--- src/rtl/pl0_stack_core_if.sv ---
// Instruction stream and character I/O handshakes of the PL/0 execution core.
interface pl0_stack_core_if;
   logic [15:0] instruction;
   logic        instr_valid;
   logic        instr_ready;
   logic [7:0]  char_in;
   logic        char_in_valid;
   logic        char_in_ready;
   logic [7:0]  char_out;
   logic        char_out_valid;
   logic        char_out_ready;

   // Fetch/decode front end and character device side.
   modport master (
      output instruction, instr_valid, char_in, char_in_valid, char_out_ready,
      input  instr_ready, char_in_ready, char_out, char_out_valid
   );

   // Execution core side.
   modport slave (
      input  instruction, instr_valid, char_in, char_in_valid, char_out_ready,
      output instr_ready, char_in_ready, char_out, char_out_valid
   );
endinterface

--- src/rtl/pl0_stack_core.sv ---
// PL/0 execution core: evaluation stack, ALU and character I/O unit fed by a
// valid/ready instruction stream. The top of stack is held in tos_r; the
// entries below it live in mem_r, entry i at index i (0 is the bottom).
module pl0_stack_core #(
   parameter int DATA_W = 16,
   parameter int DEPTH  = 16,
   parameter int SP_W   = $clog2(DEPTH + 1)
) (
   input  logic              clk,
   input  logic              reset,
   pl0_stack_core_if.slave   bus,
   output logic [DATA_W-1:0] tos,
   output logic [SP_W-1:0]   sp,
   output logic              overflow,
   output logic              underflow,
   output logic              illegal,
   output logic              halted
);

   localparam int PTR_W = $clog2(DEPTH);
   localparam int SH_W  = $clog2(DATA_W);

   // Opcodes, instruction[15:12].
   localparam logic [3:0] OP_LIT = 4'h0;
   localparam logic [3:0] OP_OPR = 4'h1;
   localparam logic [3:0] OP_IN  = 4'h2;
   localparam logic [3:0] OP_OUT = 4'h3;

   // OPR functions, instruction[11:0]. Function 0 is not defined.
   localparam logic [11:0] OPR_ADD = 12'd1;
   localparam logic [11:0] OPR_SUB = 12'd2;
   localparam logic [11:0] OPR_AND = 12'd3;
   localparam logic [11:0] OPR_OR  = 12'd4;
   localparam logic [11:0] OPR_XOR = 12'd5;
   localparam logic [11:0] OPR_LSH = 12'd6;
   localparam logic [11:0] OPR_RSH = 12'd7;
   localparam logic [11:0] OPR_LT  = 12'd8;
   localparam logic [11:0] OPR_LTE = 12'd9;
   localparam logic [11:0] OPR_EQ  = 12'd10;

   typedef enum logic [1:0] {
      ST_RUN      = 2'd0,
      ST_IN_WAIT  = 2'd1,
      ST_OUT_WAIT = 2'd2,
      ST_HALT     = 2'd3
   } state_t;

   // Binary ALU: a is next-on-stack, b is top-of-stack.
   function automatic logic [DATA_W-1:0] alu_f(
      input logic [11:0]       func,
      input logic [DATA_W-1:0] a,
      input logic [DATA_W-1:0] b
   );
      logic [DATA_W-1:0] r;
      logic              big;
      big = (b >= DATA_W'(DATA_W));
      case (func)
         OPR_ADD: r = a + b;
         OPR_SUB: r = a - b;
         OPR_AND: r = a & b;
         OPR_OR:  r = a | b;
         OPR_XOR: r = a ^ b;
         OPR_LSH: r = big ? {DATA_W{1'b0}} : (a << b[SH_W-1:0]);
         OPR_RSH: r = big ? {DATA_W{1'b0}} : (a >> b[SH_W-1:0]);
         OPR_LT:  r = {{(DATA_W-1){1'b0}}, (a <  b)};
         OPR_LTE: r = {{(DATA_W-1){1'b0}}, (a <= b)};
         OPR_EQ:  r = {{(DATA_W-1){1'b0}}, (a == b)};
         default: r = {DATA_W{1'b0}};
      endcase
      return r;
   endfunction

   // True for every OPR function the ALU implements.
   function automatic logic opr_legal_f(input logic [11:0] func);
      logic ok;
      case (func)
         OPR_ADD, OPR_SUB, OPR_AND, OPR_OR, OPR_XOR,
         OPR_LSH, OPR_RSH, OPR_LT, OPR_LTE, OPR_EQ: ok = 1'b1;
         default:                                   ok = 1'b0;
      endcase
      return ok;
   endfunction

   state_t            state_r, state_s;
   logic [DATA_W-1:0] tos_r, tos_s;
   logic [SP_W-1:0]   sp_r, sp_s;
   logic              ovf_r, ovf_s;
   logic              unf_r, unf_s;
   logic              ill_r, ill_s;
   logic              halted_r;
   logic [7:0]        char_out_r, char_out_s;
   logic              instr_ready_r;
   logic              char_in_ready_r;
   logic              char_out_valid_r;
   logic [DATA_W-1:0] mem_r [DEPTH];
   logic              mem_we_s;

   logic [3:0]        opcode_s;
   logic [11:0]       operand_s;
   logic              accept_s, in_hs_s, out_hs_s;
   logic              full_s, has1_s, has2_s;
   logic [SP_W-1:0]   sp_p1_s, sp_m1_s;
   logic [PTR_W-1:0]  push_idx_s, nos_idx_s;
   logic [DATA_W-1:0] nos_s;

   assign opcode_s   = bus.instruction[15:12];
   assign operand_s  = bus.instruction[11:0];
   assign accept_s   = bus.instr_valid & instr_ready_r;
   assign in_hs_s    = bus.char_in_valid & char_in_ready_r;
   assign out_hs_s   = char_out_valid_r & bus.char_out_ready;
   assign full_s     = (sp_r == SP_W'(DEPTH));
   assign has1_s     = (sp_r != {SP_W{1'b0}});
   assign has2_s     = (sp_r >= SP_W'(2));
   assign sp_p1_s    = sp_r + SP_W'(1);
   assign sp_m1_s    = sp_r - SP_W'(1);
   // Old top moves to slot sp-1 on a push; next-on-stack sits at slot sp-2.
   assign push_idx_s = sp_r[PTR_W-1:0] - PTR_W'(1);
   assign nos_idx_s  = sp_r[PTR_W-1:0] - PTR_W'(2);
   assign nos_s      = mem_r[nos_idx_s];

   // Next state and datapath: errors are caught at accept and leave the stack untouched.
   always_comb begin
      state_s    = state_r;
      tos_s      = tos_r;
      sp_s       = sp_r;
      ovf_s      = ovf_r;
      unf_s      = unf_r;
      ill_s      = ill_r;
      char_out_s = char_out_r;
      mem_we_s   = 1'b0;
      case (state_r)
         ST_RUN: begin
            if (accept_s) begin
               case (opcode_s)
                  OP_LIT: begin
                     if (full_s) begin
                        ovf_s   = 1'b1;
                        state_s = ST_HALT;
                     end else begin
                        mem_we_s = has1_s;
                        tos_s    = DATA_W'(operand_s);
                        sp_s     = sp_p1_s;
                     end
                  end
                  OP_OPR: begin
                     if (!opr_legal_f(operand_s)) begin
                        ill_s   = 1'b1;
                        state_s = ST_HALT;
                     end else if (!has2_s) begin
                        unf_s   = 1'b1;
                        state_s = ST_HALT;
                     end else begin
                        tos_s = alu_f(operand_s, nos_s, tos_r);
                        sp_s  = sp_m1_s;
                     end
                  end
                  OP_IN: begin
                     if (full_s) begin
                        ovf_s   = 1'b1;
                        state_s = ST_HALT;
                     end else begin
                        state_s = ST_IN_WAIT;
                     end
                  end
                  OP_OUT: begin
                     if (!has1_s) begin
                        unf_s   = 1'b1;
                        state_s = ST_HALT;
                     end else begin
                        char_out_s = tos_r[7:0];
                        tos_s      = has2_s ? nos_s : {DATA_W{1'b0}};
                        sp_s       = sp_m1_s;
                        state_s    = ST_OUT_WAIT;
                     end
                  end
                  default: begin
                     ill_s   = 1'b1;
                     state_s = ST_HALT;
                  end
               endcase
            end else begin
               state_s = ST_RUN;
            end
         end
         ST_IN_WAIT: begin
            if (in_hs_s) begin
               mem_we_s = has1_s;
               tos_s    = DATA_W'(bus.char_in);
               sp_s     = sp_p1_s;
               state_s  = ST_RUN;
            end else begin
               state_s = ST_IN_WAIT;
            end
         end
         ST_OUT_WAIT: begin
            if (out_hs_s) begin
               state_s = ST_RUN;
            end else begin
               state_s = ST_OUT_WAIT;
            end
         end
         ST_HALT: begin
            state_s = ST_HALT;
         end
         default: begin
            state_s = ST_RUN;
         end
      endcase
   end

   // FSM state register.
   always_ff @(posedge clk) begin
      if (reset) begin
         state_r <= ST_RUN;
      end else begin
         state_r <= state_s;
      end
   end

   // Visible stack state, sticky flags and registered handshake outputs.
   always_ff @(posedge clk) begin
      if (reset) begin
         tos_r            <= {DATA_W{1'b0}};
         sp_r             <= {SP_W{1'b0}};
         ovf_r            <= 1'b0;
         unf_r            <= 1'b0;
         ill_r            <= 1'b0;
         halted_r         <= 1'b0;
         char_out_r       <= 8'h00;
         instr_ready_r    <= 1'b0;
         char_in_ready_r  <= 1'b0;
         char_out_valid_r <= 1'b0;
      end else begin
         tos_r            <= tos_s;
         sp_r             <= sp_s;
         ovf_r            <= ovf_s;
         unf_r            <= unf_s;
         ill_r            <= ill_s;
         halted_r         <= ovf_s | unf_s | ill_s;
         char_out_r       <= char_out_s;
         instr_ready_r    <= (state_s == ST_RUN);
         char_in_ready_r  <= (state_s == ST_IN_WAIT);
         char_out_valid_r <= (state_s == ST_OUT_WAIT);
      end
   end

   // Stack body below the top; not reset, only slots 0..sp-2 are meaningful.
   always_ff @(posedge clk) begin
      if (mem_we_s && !reset) begin
         mem_r[push_idx_s] <= tos_r;
      end
   end

   assign bus.instr_ready    = instr_ready_r;
   assign bus.char_in_ready  = char_in_ready_r;
   assign bus.char_out       = char_out_r;
   assign bus.char_out_valid = char_out_valid_r;
   assign tos                = tos_r;
   assign sp                 = sp_r;
   assign overflow           = ovf_r;
   assign underflow          = unf_r;
   assign illegal            = ill_r;
   assign halted             = halted_r;

endmodule

--- src/flat_wrapper.sv ---
// flat-port wrapper written by rule: the top's interface ports become plain ports
module pl0_stack_core_flat 
#(
   parameter int DATA_W = 16,
   parameter int DEPTH  = 16,
   parameter int SP_W   = $clog2(DEPTH + 1)
)
  (clk, reset, tos, sp, overflow, underflow, illegal, halted, bus_instruction, bus_instr_valid, bus_char_in, bus_char_in_valid, bus_char_out_ready, bus_instr_ready, bus_char_in_ready, bus_char_out, bus_char_out_valid);
  pl0_stack_core_if bus_i ();
  input  logic clk;
  input  logic reset;
  output logic [DATA_W-1:0] tos;
  output logic [SP_W-1:0] sp;
  output logic overflow;
  output logic underflow;
  output logic illegal;
  output logic halted;
  input wire logic [$bits(bus_i.instruction)-1:0] bus_instruction;
  input wire logic [$bits(bus_i.instr_valid)-1:0] bus_instr_valid;
  input wire logic [$bits(bus_i.char_in)-1:0] bus_char_in;
  input wire logic [$bits(bus_i.char_in_valid)-1:0] bus_char_in_valid;
  input wire logic [$bits(bus_i.char_out_ready)-1:0] bus_char_out_ready;
  output wire logic [$bits(bus_i.instr_ready)-1:0] bus_instr_ready;
  output wire logic [$bits(bus_i.char_in_ready)-1:0] bus_char_in_ready;
  output wire logic [$bits(bus_i.char_out)-1:0] bus_char_out;
  output wire logic [$bits(bus_i.char_out_valid)-1:0] bus_char_out_valid;
  assign bus_i.instruction = bus_instruction;
  assign bus_i.instr_valid = bus_instr_valid;
  assign bus_i.char_in = bus_char_in;
  assign bus_i.char_in_valid = bus_char_in_valid;
  assign bus_i.char_out_ready = bus_char_out_ready;
  assign bus_instr_ready = bus_i.instr_ready;
  assign bus_char_in_ready = bus_i.char_in_ready;
  assign bus_char_out = bus_i.char_out;
  assign bus_char_out_valid = bus_i.char_out_valid;
  pl0_stack_core #(.DATA_W(DATA_W), .DEPTH(DEPTH), .SP_W(SP_W)) u_core (.clk(clk), .reset(reset), .bus(bus_i), .tos(tos), .sp(sp), .overflow(overflow), .underflow(underflow), .illegal(illegal), .halted(halted));
endmodule
--- config.mk ---
export PLATFORM = sky130hd
export DESIGN_NAME = pl0_stack_core_flat
export DESIGN_NICKNAME = d
export VERILOG_FILES = /design/src/rtl/pl0_stack_core_if.sv /design/src/rtl/pl0_stack_core.sv /design/src/flat_wrapper.sv
export SDC_FILE = /design/constraint.sdc
export NUM_CORES = 1
export LEC_CHECK = 0
export CORE_ASPECT_RATIO = 0.9
export CORE_UTILIZATION = 35
export CTS_BUF_LIST = sky130_fd_sc_hd__clkbuf_8
export DETAILED_ROUTE_END_ITERATION = 8
export GPL_TIMING_DRIVEN = 0
export PLACE_DENSITY = 0.58
export SYNTH_ARGS = -nofsm -noshare
export SYNTH_HDL_FRONTEND = slang
export SYNTH_SLANG_ARGS = --single-unit
export TNS_END_PERCENT = 30
--- constraint.sdc ---
create_clock -name clk -period 6.99 [get_ports clk]
set_clock_uncertainty 0.1 [all_clocks]
set_input_delay 2.097 -clock clk [delete_from_list [all_inputs] [get_ports clk]]
set_output_delay 2.097 -clock clk [all_outputs]
set_load 0.05 [all_outputs]
==> results.py <==
# Metrics from the implementation run
metrics = {
    "outcome": {
        "outcome": "complete, no violations",
    },
    "synth": {
        "top_cell_area_share_pct": 47.8,
        "fp_nets": 1386,
        "fa_ha_area_share_pct": 4.84,
        "yosys_most_used_dff": "edfxtp_1",
        "synth_stat.cells": 1296,
        "mux_share_pct": 14.1,
    },
    "power_and_ir_drop": {
        "p_int_mw": 2.69,
        "power_frac_comb_pct": 10.1,
        "finalPower_mw": 3.65,
        "power_clock_mw": 1.37,
        "cellPowerDensity_nw_per_um2": 196,
        "vdd_ir_drop_max_mv": 0.105,
        "p_seq_share_pct": 52.3,
    },
    "global_route": {
        "grt_pass1_vias": 11900,
        "antenna_found_initial": 0,
        "grt-ovfl-total": 0,
        "grt_pass1_wl_um": 84100,
    },
    "place": {
        "finalWeightedCongestion": 0.976,
        "dp_cells": 1982,
    },
    "clock_tree": {
        "cts_root_buf": "clkbuf_8",
        "htree_levels": 2,
    },
    "finish": {
        "seq_share_pct": 45.3,
        "logic_gate_count": 868,
        "largest_reg_flops": 256,
        "fillers": 4291,
        "syn_to_final_growth_pct": 16.0,
        "largestClassByArea": "sequential cells",
        "nClkBuffers": 51,
        "final-nonclk-buf-share_pct": 7.12,
    },
    "setup_path": {
        "cp.required_ns": 7.39,
        "critPathBufInv": 6,
        "crit_start": "u_core.sp[1]$_SDFFE_PP0P_",
        "worstSetupPathDepth": 20,
        "endpoint": "u_core.tos[7]$_SDFFE_PP0P_",
    },
    "detailed_routing": {
        "via_per_inst": 5.99,
        "wl_met3_um": 5220,
        "drtIter0Drc": 1545,
        "first_pass_iters": 5,
    },
    "floorplan": {
        "design.core.area_um2": 45400,
        "chipArea_um2": 46800,
        "tap_cells": 608,
    },
    "sta": {
        "timing.hold.ws_ns": 0.387,
        "max_clock_freq_ghz": 0.150,
    },
    "min_path": {
        "hold_depth": 2,
        "hp-class": "reg2reg",
    },
}
==> synthesized netlist by cell type, types with 7 or more instances <==
cell type,number
a31oi_1,10
nand3_1,21
mux2i_1,66
ha_1,59
o211ai_1,18
mux4_2,43
or2_2,8
nand2_1,72
nor2_1,111
inv_1,50
nand4_1,7
a21oi_1,74
a21o_1,12
o22ai_1,10
a211oi_1,19
dfxtp_1,38
buf_2,9
nor4_1,18
and3_1,7
mux4_1,19
edfxtp_1,256
clkbuf_1,55
buf_4,9
xnor2_1,10
nand2b_1,11
nor3_1,31
o221ai_1,9
o21ai_0,59
nor2b_1,14
mux2_2,12
a221oi_1,22
==> cells by family after synthesis <==
kind of cell	count (synthesis)
compound gates	320
xor+xnor	14
fa+ha+maj	61
buf+inv	134
flops	294
mux	140
simple gates	333
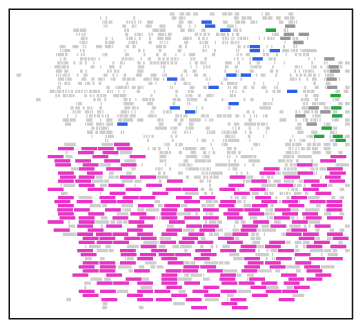
**Above:** register map, names as in the netlist.
(1.5 px per um)
legend:
  u_core.mem_r:
    color: magenta
    placed_flops: 256
  u_core.bus.char_out:
    color: green
    placed_flops: 8
  u_core.tos:
    color: blue
    placed_flops: 16
not colored: 14

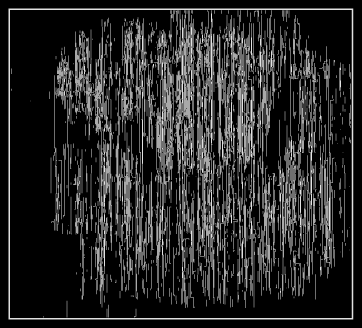
**Above:** metal 2.
(1.5 px per um)
share of all routed wire: 44%
nets with wire on the layer: 1268

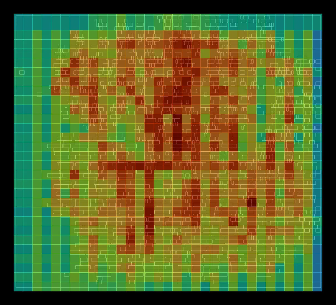
**Above:** routing congestion map.
drt wl/cell: 28.1 um
met1 Usage GRT: 36.3%
gr busiest metal: met2
met2 usage in global routing: 37.5%
Final Util: 41.1%

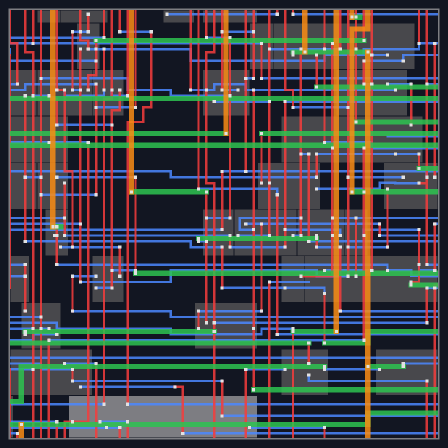
**Above:** zoomed window.
Region (101, 90) to (126, 115) um. Cells in gray, sequential cells in the stronger gray; small squares are vias.
legend:
  metal 3:
    color: green
  metal 2:
    color: red
  metal 1:
    color: blue
  metal 4:
    color: orange
most frequent: mux4_2 (4), clkbuf_1 (4), a21oi_1 (4)
cells with their middle in the window: 26
netlist names of flops here include: u_core.mem_r (1)
sequential cells in the window: 1

